## src/rtl/arb_pkg.sv

```systemverilog
// rtl/arb_pkg.sv - shared types for the data RAM arbiter
package arb_pkg;
  typedef enum logic [1:0] {ARB_IDLE, ARB_CPU_RD, ARB_DISP_RD} arb_state_t;
  typedef enum logic {GNT_CPU, GNT_DISP} arb_gnt_t;
  localparam int unsigned STARVE_W = 8;
endpackage

```

## src/rtl/arb_starve_ctr.sv

```systemverilog
// rtl/arb_starve_ctr.sv - saturating count of display cycles denied the RAM
module arb_starve_ctr
  import arb_pkg::*;
#(
  parameter int MAX = 8
) (
  input  logic clk,
  input  logic rst,
  input  logic inc,
  input  logic clr,
  output logic at_max
);
  localparam logic [STARVE_W-1:0] MAX_V = STARVE_W'(MAX);

  logic [STARVE_W-1:0] cnt;

  always_ff @(posedge clk or negedge rst) begin
    if (!rst) begin
      cnt <= '0;
    end else if (clr) begin
      cnt <= '0;
    end else if (inc && cnt != MAX_V) begin
      cnt <= cnt + STARVE_W'(1);
    end
  end

  assign at_max = (cnt == MAX_V);
endmodule

```

## src/rtl/data_mem_arbiter.sv

```systemverilog
// rtl/data_mem_arbiter.sv - shares the data RAM between the MEM stage and the display reader
// ARB_PERF_EN adds perf_stall_cnt / perf_disp_cnt.
module data_mem_arbiter
  import arb_pkg::*;
#(
  parameter int AW         = 24,
  parameter int DW         = 24,
  parameter int STARVE_MAX = 8
) (
  input  logic          clk,
  input  logic          rst,
  input  logic          cpu_req,
  input  logic          cpu_we,
  input  logic [AW-1:0] cpu_addr,
  input  logic [DW-1:0] cpu_wdata,
  output logic          cpu_stall,
  output logic          cpu_rvalid,
  output logic [DW-1:0] cpu_rdata,
  input  logic          disp_req,
  input  logic [AW-1:0] disp_addr,
  output logic          disp_rvalid,
  output logic [DW-1:0] disp_rdata,
  output logic [AW-1:0] ram_addr,
  output logic          ram_we,
  output logic [DW-1:0] ram_wdata,
  input  logic [DW-1:0] ram_q
`ifdef ARB_PERF_EN
  ,
  output logic [31:0]   perf_stall_cnt,
  output logic [31:0]   perf_disp_cnt
`endif
);
  arb_state_t state, state_nxt;
  arb_gnt_t   gnt;
  logic       at_max, disp_pend, disp_gnt;

  // A display request already being read or just answered must not be granted again.
  assign disp_pend = disp_req && (state != ARB_DISP_RD) && !disp_rvalid;

  always_comb begin
    state_nxt  = state;
    gnt        = GNT_CPU;
    disp_gnt   = 1'b0;
    cpu_stall  = 1'b0;
    cpu_rvalid = 1'b0;
    cpu_rdata  = '0;
    ram_addr   = '0;
    ram_we     = 1'b0;
    ram_wdata  = '0;
    if (rst) begin
      unique case (state)
        ARB_IDLE: begin
          if (disp_pend && (at_max || !cpu_req)) gnt = GNT_DISP;
          if (gnt == GNT_DISP) begin
            disp_gnt  = 1'b1;
            ram_addr  = disp_addr;
            cpu_stall = cpu_req;
            state_nxt = ARB_DISP_RD;
          end else if (cpu_req) begin
            ram_addr = cpu_addr;
            if (cpu_we) begin
              ram_we    = 1'b1;
              ram_wdata = cpu_wdata;
            end else begin
              cpu_stall = 1'b1;
              state_nxt = ARB_CPU_RD;
            end
          end
        end
        ARB_CPU_RD: begin
          cpu_rvalid = 1'b1;
          cpu_rdata  = ram_q;
          state_nxt  = ARB_IDLE;
        end
        ARB_DISP_RD: begin
          cpu_stall = cpu_req;
          state_nxt = ARB_IDLE;
        end
        default: state_nxt = ARB_IDLE;
      endcase
    end
  end

  always_ff @(posedge clk or negedge rst) begin
    if (!rst) begin
      state       <= ARB_IDLE;
      disp_rvalid <= 1'b0;
      disp_rdata  <= '0;
    end else begin
      state       <= state_nxt;
      disp_rvalid <= (state == ARB_DISP_RD);
      if (state == ARB_DISP_RD) disp_rdata <= ram_q;
    end
  end

  arb_starve_ctr #(.MAX(STARVE_MAX)) u_starve (
    .clk    (clk),
    .rst    (rst),
    .inc    (disp_pend && !disp_gnt),
    .clr    (disp_gnt || !disp_req),
    .at_max (at_max)
  );

`ifdef ARB_PERF_EN
  always_ff @(posedge clk or negedge rst) begin
    if (!rst) begin
      perf_stall_cnt <= '0;
      perf_disp_cnt  <= '0;
    end else begin
      if (cpu_stall) perf_stall_cnt <= perf_stall_cnt + 32'd1;
      if (disp_gnt)  perf_disp_cnt  <= perf_disp_cnt + 32'd1;
    end
  end
`endif
endmodule

```

## config.mk

```make
export PLATFORM = sky130hd
export DESIGN_NAME = data_mem_arbiter
export DESIGN_NICKNAME = d
export VERILOG_FILES = /design/src/rtl/arb_pkg.sv /design/src/rtl/arb_starve_ctr.sv /design/src/rtl/data_mem_arbiter.sv
export SDC_FILE = /design/constraint.sdc
export NUM_CORES = 1
export LEC_CHECK = 0
export ABC_CLOCK_PERIOD_IN_PS = 1500
export CORE_MARGIN = 2
export CORE_UTILIZATION = 28
export DETAILED_ROUTE_END_ITERATION = 8
export GPL_TIMING_DRIVEN = 0
export MAX_ROUTING_LAYER = met4
export PLACE_DENSITY = 0.78
export SYNTH_ARGS = -nofsm -noshare
export SYNTH_HDL_FRONTEND = slang
export SYNTH_SLANG_ARGS = --single-unit
```

## constraint.sdc

```tcl
create_clock -name clk -period 1.5 [get_ports clk]
set_input_delay 0.15 -clock clk [delete_from_list [all_inputs] [get_ports clk]]
set_output_delay 0.15 -clock clk [all_outputs]
set_load 0.005 [all_outputs]
```

**Run 1: routing congestion**

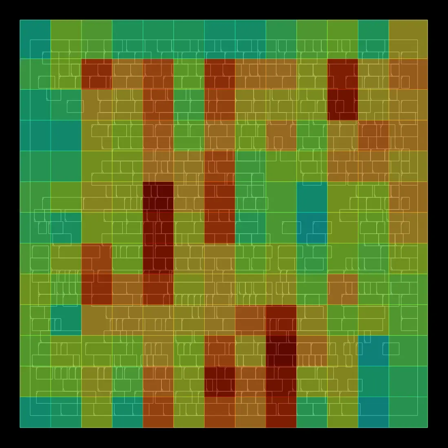
overall global routing resource usage: 22.2%
met2 track utilization from global routing: 38.4%

**Run 1: clock distribution**

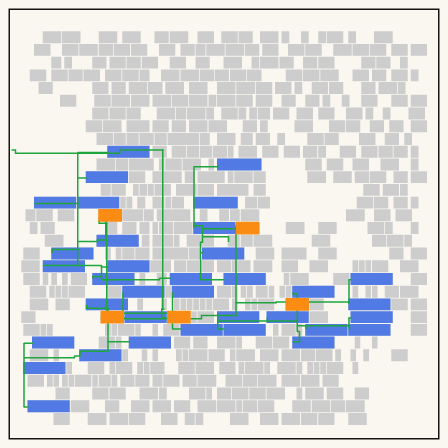
[cells driving clock nets] orange | count: 5
[flip-flops] blue | count: 35
[clock wires] green | length: 455 um
routed clock nets	6
Setup Skew: 0.00509 ns
portion of total power attributed to the clock network: 14.9%

**Run 1: metal layers overlaid**

Only two layers are drawn.
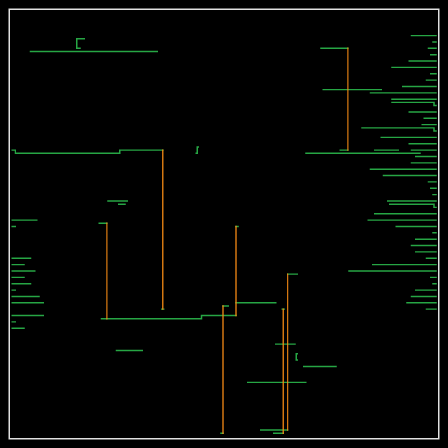
layer	color	wire length
met3	green	534 um
met4	orange	182 um
routed length per instance: 16.6 um
via count of the routed design: 2820
Routed WL: 10.1 mm

run 1: final timing paths:
kind	endpoint	slack (ns)	cells after the start
worst max-delay path	ram_wdata[5]	-0.61	8
worst min-delay path	disp_rdata[17]	-0.18	1
worst max register to register	u_starve.cnt[4]	-0.36	9
worst min register to register	disp_rdata[18]	0.47	2
max in group asynchronous	state[0]	1.30	1
min in group clk	state[0]	0.37	2
run 1: power groups by stage:
| stage | logic [mW] | registers [mW] | clock network (mW) |
|---|---|---|---|
| final | 2.14 | 1.45 | 0.628 |
| after global routing | 2.29 | 1.50 | 0.687 |
| after CTS | 2.00 | 1.45 | 0.644 |
| after detailed placement | 1.85 | 1.47 | 0 |
| after global placement | 1.82 | 1.45 | 0 |
| after floorplan | 0.531 | 1.49 | 0 |
run 1: stage by stage:
stage | worst slack, ns | power (mW) | hold WS [ns] | TNS [ns] | utilization [%]
after floorplan | -0.169 | 2.02 | -0.146 | -6.46 | -
after global placement | -2.26 | 3.28 | 0.459 | -190.18 | 58.4
after detailed placement | -1.20 | 3.32 | 0.288 | -83.24 | 58.4
after CTS | -0.667 | 4.09 | -0.171 | -37.47 | 63.4
after global routing | -0.692 | 4.48 | -0.150 | -43.72 | 68.3
final | -0.612 | 4.22 | -0.177 | -38.46 | 68.3
run 1: flip-flops by register name (all words and copies together), names as in the netlist:
signal / cells
disp_rdata: 24
u_starve.cnt: 8
disp_rvalid: 1
state: 2
run 1: cells by family (layout without fill, tap and decap cells):
family          after synthesis  after routing  synth area share, %
compound gates               34             34                 14.2
fa+ha+maj                     2              2                 1.17
flops                        35             35                 40.9
mux                           1              1                0.467
buf+inv                      19            279                 5.02
simple gates                152            152                 35.8
xor+xnor                      6              6                 2.45
run 1: worst max-delay path: cells and delay by family (launching register included):
kind,cells,cell delay (ns)
flip-flops,1,0.42
AND/OR/NAND/NOR,3,0.46
buffers and inverters,4,0.51
AND-OR/OR-AND,1,0.29
run 1: final cells by class:
class	count	area (sq um)	area share [%]
Multi-Input combinational cell	195	1330	26.7
Tap cell	99	124	2.48
Clock buffer	5	68.8	1.38
Buffer	12	109	2.18
Sequential cell	35	878	17.6
Timing Repair Buffer	256	2460	49.2
Clock inverter	1	7.51	0.150
Inverter	5	18.8	0.375
run 1: cells in the mapped netlist (2+ instances only):
cell                       number  area, sq um
sky130_fd_sc_hd__nand3_1        3         15.0
sky130_fd_sc_hd__nand2_1       75          282
sky130_fd_sc_hd__inv_1          4         15.0
sky130_fd_sc_hd__buf_6          3         33.8
sky130_fd_sc_hd__a22o_1        24          210
sky130_fd_sc_hd__dfrtp_1       35          876
sky130_fd_sc_hd__nand2b_1       2         12.5
sky130_fd_sc_hd__nor3_1         2         10.0
sky130_fd_sc_hd__and2_1        48          300
sky130_fd_sc_hd__clkbuf_1       6         22.5
sky130_fd_sc_hd__nor4_1         3         18.8
sky130_fd_sc_hd__ha_1           2         25.0
sky130_fd_sc_hd__buf_4          3         22.5
sky130_fd_sc_hd__buf_2          2         10.0
sky130_fd_sc_hd__xnor2_1        6         52.6
sky130_fd_sc_hd__nor2_1         9         33.8
==> datasheet_impl.txt, run 1 <==
Physical implementation characteristics

Parameter                              Value

Outcome
  Status .................. finished with violations
  Violated checks .................. hold timing, setup timing

Floorplanning
  Total die size .................. 8370 sq um
  Pre-placement core utilization .................. 29.2%
  Horizontal die dimension .................. 91.5 um
  Standard cell core area .................. 7330 sq um
  Number of standard-cell rows in the floorplan .................. 31
  Vertical die size .................. 91.5 um

Clock network
  Clk Tree Root Cell .................. sky130_fd_sc_hd__clkbuf_8
  Number of CTS-inserted buffers .................. 5
  Gates resized, CTS repair .................. 378
  Number of clock sinks .................. 35
  Post-CTS setup-driven buffer insertion count .................. 37
  Max Root-Sink Buffers .................. 2
  H-Tree Depth .................. 2
  Insertion delay at the late pin of the worst-skew pair .................. 0.28 ns

Timing
  Setup repair after global routing missed its margin .................. true
  Final min period .................. 2.11 ns
  Total of endpoints with negative setup slack in the final report .................. 85
  Final hold slack .................. -0.177 ns
  Number of hold violations in the final report .................. 35
  Final setup margin .................. -0.612 ns
  Slew HR .................. 67.5%
  Post-layout period usage of the worst path .................. 141%

Cells and area
  Synth-to-layout area growth .................. 133%
  Finished Cell Area .................. 5000 sq um
  NumNets Final .................. 613
  Share of post-route cells with drive strength above 1 .................. 41.7%
  Number of fill cells .................. 567
  Diode count .................. 0
  Top cell excl fill/tap .................. sky130_fd_sc_hd__clkdlybuf4s50_1
  Final Non-Filler Cells .................. 608

Drt
  Post-route met1 wirelength .................. 3.89 mm
  Total met2 wirelength after detailed routing .................. 5.48 mm
  DRC .................. 0
  Vias per cell .................. 4.64
  Detailed-routed wire length on met3 .................. 533 um
  Uppermost layer routed .................. met4
  Post-route ant nets .................. 0
  DRT iter0 DRCs .................. 75
  Drt first pass iters .................. 4

Power and ir drop
  Areal power density over the cells .................. 844 nW/um^2
  Internal power .................. 2.94 mW
  Net switching share of the total power .................. 30.4%
  Combinational power share .................. 50.7%
  Worst ir drop on vdd .................. 0.000620 V
  P_sw .................. 1.28 mW
  Fraction of power consumed by sequential logic .................. 34.5%
  Leak .................. 2.40 nW

Yosys
  Post-synthesis instance area .................. 2140 sq um
  Seq share, synth .................. 40.9%
  Number of synthesized register bits .................. 35
  Number of flops mapped to enable cells by yosys .................. 0
  Primary flip-flop cell chosen by synthesis mapping .................. sky130_fd_sc_hd__dfrtp_1
  Net count after synthesis .................. 352
  Distinct cell type count of the synthesized netlist .................. 38
  Tally of yosys warning messages .................. 0
  Cell total in the yosys stat output .................. 249
  Post-synthesis chip area from yosys .................. 2140 sq um
  Cell count after synthesis .................. 249

Placement
  Final estimated routing congestion in global placement .................. 0.843
  Number of buffer cells added on primary ports .................. 200
  Placed cell count .................. 548
  Instance area after placement .................. 4280 sq um

Critical path
  Critical Path Source Type .................. flop
  RR Startpoint .................. u_starve.cnt[7]
  Crit. End Element .................. output pin
  CP max FO .................. 8
  Chain of cells forming the critical path .................. nor4_4 > buf_4 > nand2_2 > o2111a_2 > buf_6 > buf_6 > and2_4 > buf_6
  Most prevalent standard cell on the critical path .................. sky130_fd_sc_hd__buf_6
  Arrival time reported for the critical path endpoint .................. 1.96 ns
  Timing startpoint of the critical path .................. u_starve.cnt[7]
  Data required time at the worst endpoint .................. 1.35 ns
  Slowest stage cell on the critical path .................. sky130_fd_sc_hd__dfrtp_1
  Crit path largest cell delay .................. 0.42 ns
  Critical path class .................. flop to output pin

Flow run
  Maxcap violations .................. 0
  Log Warnings .................. 32

GRT
  Largest net degree at the start of global routing .................. 41
  Met3 routing resource usage after global routing .................. 4.90%
  Routing usage on met1 .................. 26.2%
  Initial antenna violation count .................. 0
  Routing layer with the top usage in global route .................. met2
  Via count of the first global-routing pass .................. 2704
  First-pass GRT wire length .................. 14.3 mm

Min path
  Worst hold path type .................. input pin to asynchronous set/reset pin
==> run 2, diff against run 1 <==
- CTS_CLUSTER_SIZE: unset -> 30
**Run 2: routing congestion**

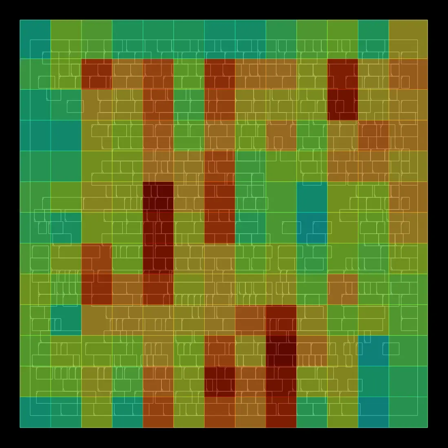
met3 routing resource usage after global routing: 4.90%
Final Util: 68.3%

==> run 2 against run 1 <==
  * The run still ends with hold timing, setup timing left
  * Utilization did not move
  * Synthesized cell count stayed put
  * Clock skew did not move
  * Die area is the same
  * Largest cell class unchanged
==> datasheet_impl.txt, run 2 <==
Physical implementation characteristics

Parameter                              Value

Floorplanning
  Standard cell core area .................. 7330 sq um
  Pre-placement core utilization .................. 29.2%
  Number of standard-cell rows in the floorplan .................. 31
  Total die size .................. 8370 sq um
  Horizontal die dimension .................. 91.5 um
  Vertical die size .................. 91.5 um

Cells and area
  Top cell excl fill/tap .................. sky130_fd_sc_hd__clkdlybuf4s50_1
  Share of post-route cells with drive strength above 1 .................. 41.7%
  NumNets Final .................. 613
  Finished Cell Area .................. 5000 sq um
  Final Non-Filler Cells .................. 608
  Synth-to-layout area growth .................. 133%
  Largest Register .................. disp_rdata
  Diode count .................. 0
  Combinational gate area .................. 1330 sq um
  FF+latch area .................. 878 sq um
  Number of fill cells .................. 567
  Largest register FFs .................. 24
  Regs by FF count .................. disp_rdata x24, u_starve.cnt x8, state x2

GRT
  Largest net degree at the start of global routing .................. 41
  Routing usage on met1 .................. 26.2%
  Overall global routing resource usage .................. 22.2%
  Met2 track utilization from global routing .................. 38.4%
  First-pass GRT wire length .................. 14.3 mm
  Via count of the first global-routing pass .................. 2704
  Routing layer with the top usage in global route .................. met2
  Initial antenna violation count .................. 0

Timing
  Setup Skew .................. 0.00509 ns
  Post-layout period usage of the worst path .................. 141%
  Total of endpoints with negative setup slack in the final report .................. 85
  Number of hold violations in the final report .................. 35
  Setup repair after global routing missed its margin .................. true
  Final setup margin .................. -0.612 ns
  Final min period .................. 2.11 ns
  Final hold slack .................. -0.177 ns
  Final-report max-slew violation count .................. 0
  Sum of negative setup slack .................. -38.46 ns
  Max Clock Freq .................. 474 MHz

Clock network
  Clk Tree Root Cell .................. sky130_fd_sc_hd__clkbuf_8
  Number of CTS-inserted buffers .................. 5
  H-Tree Depth .................. 2
  Insertion delay at the late pin of the worst-skew pair .................. 0.28 ns
  Max Root-Sink Buffers .................. 2
  Number of clock sinks .................. 35

Yosys
  Post-synth top area cell .................. sky130_fd_sc_hd__dfrtp_1
  Distinct cell type count of the synthesized netlist .................. 38
  Largest type area fraction .................. 40.9%
  Main area contributors .................. sky130_fd_sc_hd__dfrtp_1 41%, sky130_fd_sc_hd__and2_1 14%, sky130_fd_sc_hd__nand2_1 13%, sky130_fd_sc_hd__a22o_1 9.8%, sky130_fd_sc_hd__xnor2_1 2.5%
  Primary flip-flop cell chosen by synthesis mapping .................. sky130_fd_sc_hd__dfrtp_1
  MUX area fraction .................. 0.467%
  Number of flops mapped to enable cells by yosys .................. 0
  Net count after synthesis .................. 352
  Post-synthesis chip area from yosys .................. 2140 sq um
  Most used standard cells in the synthesized netlist .................. 75 x sky130_fd_sc_hd__nand2_1, 48 x sky130_fd_sc_hd__and2_1, 35 x sky130_fd_sc_hd__dfrtp_1
  Simple-gate share of the synthesized area .................. 35.8%
  Adder and majority gate portion of the synthesized area .................. 1.17%
  Post-synthesis instance area .................. 2140 sq um
  Most frequently used cell type in the post-synthesis netlist .................. sky130_fd_sc_hd__nand2_1
  Cell count after synthesis .................. 249
  Cell total in the yosys stat output .................. 249
  Tally of yosys warning messages .................. 0
  Post-synthesis xor/xnor area fraction .................. 2.45%
  Seq share, synth .................. 40.9%

Placement
  Number of buffer cells added on primary ports .................. 200
  Pre-CTS setup slack .................. -1.20 ns

Power and ir drop
  Power, Total .................. 4.22 mW
  Leak .................. 2.40 nW
  Worst ir drop on vdd .................. 0.000620 V
  Areal power density over the cells .................. 844 nW/um^2

Flow run
  Maxcap violations .................. 0
  Log Warnings .................. 32

Outcome
  Violated checks .................. hold timing, setup timing
  Status .................. finished with violations

Drt
  DRC .................. 0
  Vias per cell .................. 4.64
  Routed WL .................. 10.1 mm
  Routed length per instance .................. 16.6 um
  Drt first pass iters .................. 4
  DRT iter0 DRCs .................. 75
  Via count of the routed design .................. 2820
  Post-route ant nets .................. 0

Critical path
  Critical path class .................. flop to output pin
  Data required time at the worst endpoint .................. 1.35 ns
  Critical Path Source Type .................. flop
  CP max FO .................. 8
  Number of cells traversed by the worst register-to-register path .................. 9
  Arrival time reported for the critical path endpoint .................. 1.96 ns
  Crit. End Element .................. output pin

Min path
  Worst hold path type .................. input pin to asynchronous set/reset pin
==> run 2: what timing repair did <==
item / in CTS / in global routing
setup endpoints to repair: 103 / 104
gates resized: 378 / 93
setup buffers: 37 / 17
cloned: 5 / 2
pin swaps: 69 / 18
endpoints found under the hold margin: 35 / 35
==> run 2: worst paths after layout <==
kind	from	to	slack, ns
hold reg to reg	disp_rdata[18]	disp_rdata[18]	0.47
hold / removal	rst	disp_rdata[17]	-0.18
setup / recovery	u_starve.cnt[7]	ram_wdata[5]	-0.61
setup reg to reg	u_starve.cnt[7]	u_starve.cnt[4]	-0.36
max in group asynchronous	rst	state[0]	1.30
min in group clk	rst	state[0]	0.37
==> run 2: cells by family (layout without fill, tap and decap cells) <==
family,count (synthesis),in the layout
buffers and inverters,19,279
AND-OR/OR-AND,34,34
flip-flops,35,35
XOR/XNOR,6,6
multiplexers,1,1
adder cells (fa/ha/maj),2,2
AND/OR/NAND/NOR,152,152
==> run 2: final cells by class <==
type / instances / share of cell area (%)
Clock inverter: 1 / 0.150
Clock buffer: 5 / 1.38
Timing Repair Buffer: 256 / 49.2
Buffer: 12 / 2.18
Multi-Input combinational cell: 195 / 26.7
Sequential cell: 35 / 17.6
Inverter: 5 / 0.375
Tap cell: 99 / 2.48
==> run 2: critical path, stage by stage (launching register included) <==
cell,delay [ns]
sky130_fd_sc_hd__dfrtp_1,0.42
sky130_fd_sc_hd__nor4_4,0.27
sky130_fd_sc_hd__buf_4,0.15
sky130_fd_sc_hd__nand2_2,0.06
sky130_fd_sc_hd__o2111a_2,0.29
sky130_fd_sc_hd__buf_6,0.14
sky130_fd_sc_hd__buf_6,0.11
sky130_fd_sc_hd__and2_4,0.13
sky130_fd_sc_hd__buf_6,0.11
==> run 2: report_power, final <==
group / switching (mW) / leakage, nW / internal [mW] / total, mW
combinational: 0.782 / 1.92 / 1.36 / 2.14
clock: 0.320 / 0.0361 / 0.308 / 0.628
sequential: 0.179 / 0.444 / 1.28 / 1.45
==> run 2: through the flow <==
stage               utilization, %  hold slack (ns)
detailed placement            58.4            0.288
finish                        68.3           -0.177
global route                  68.3           -0.150
global placement              58.4            0.459
floorplan                        -           -0.146
CTS                           63.4           -0.171
==> run 2: routing by layer <==
layer	wire length, um	share of wire [%]
met1	3890	39
met2	5480	54
met3	533	5.3
met4	182	1.8
met5	0	0
Power and IR drop assume default switching activity.
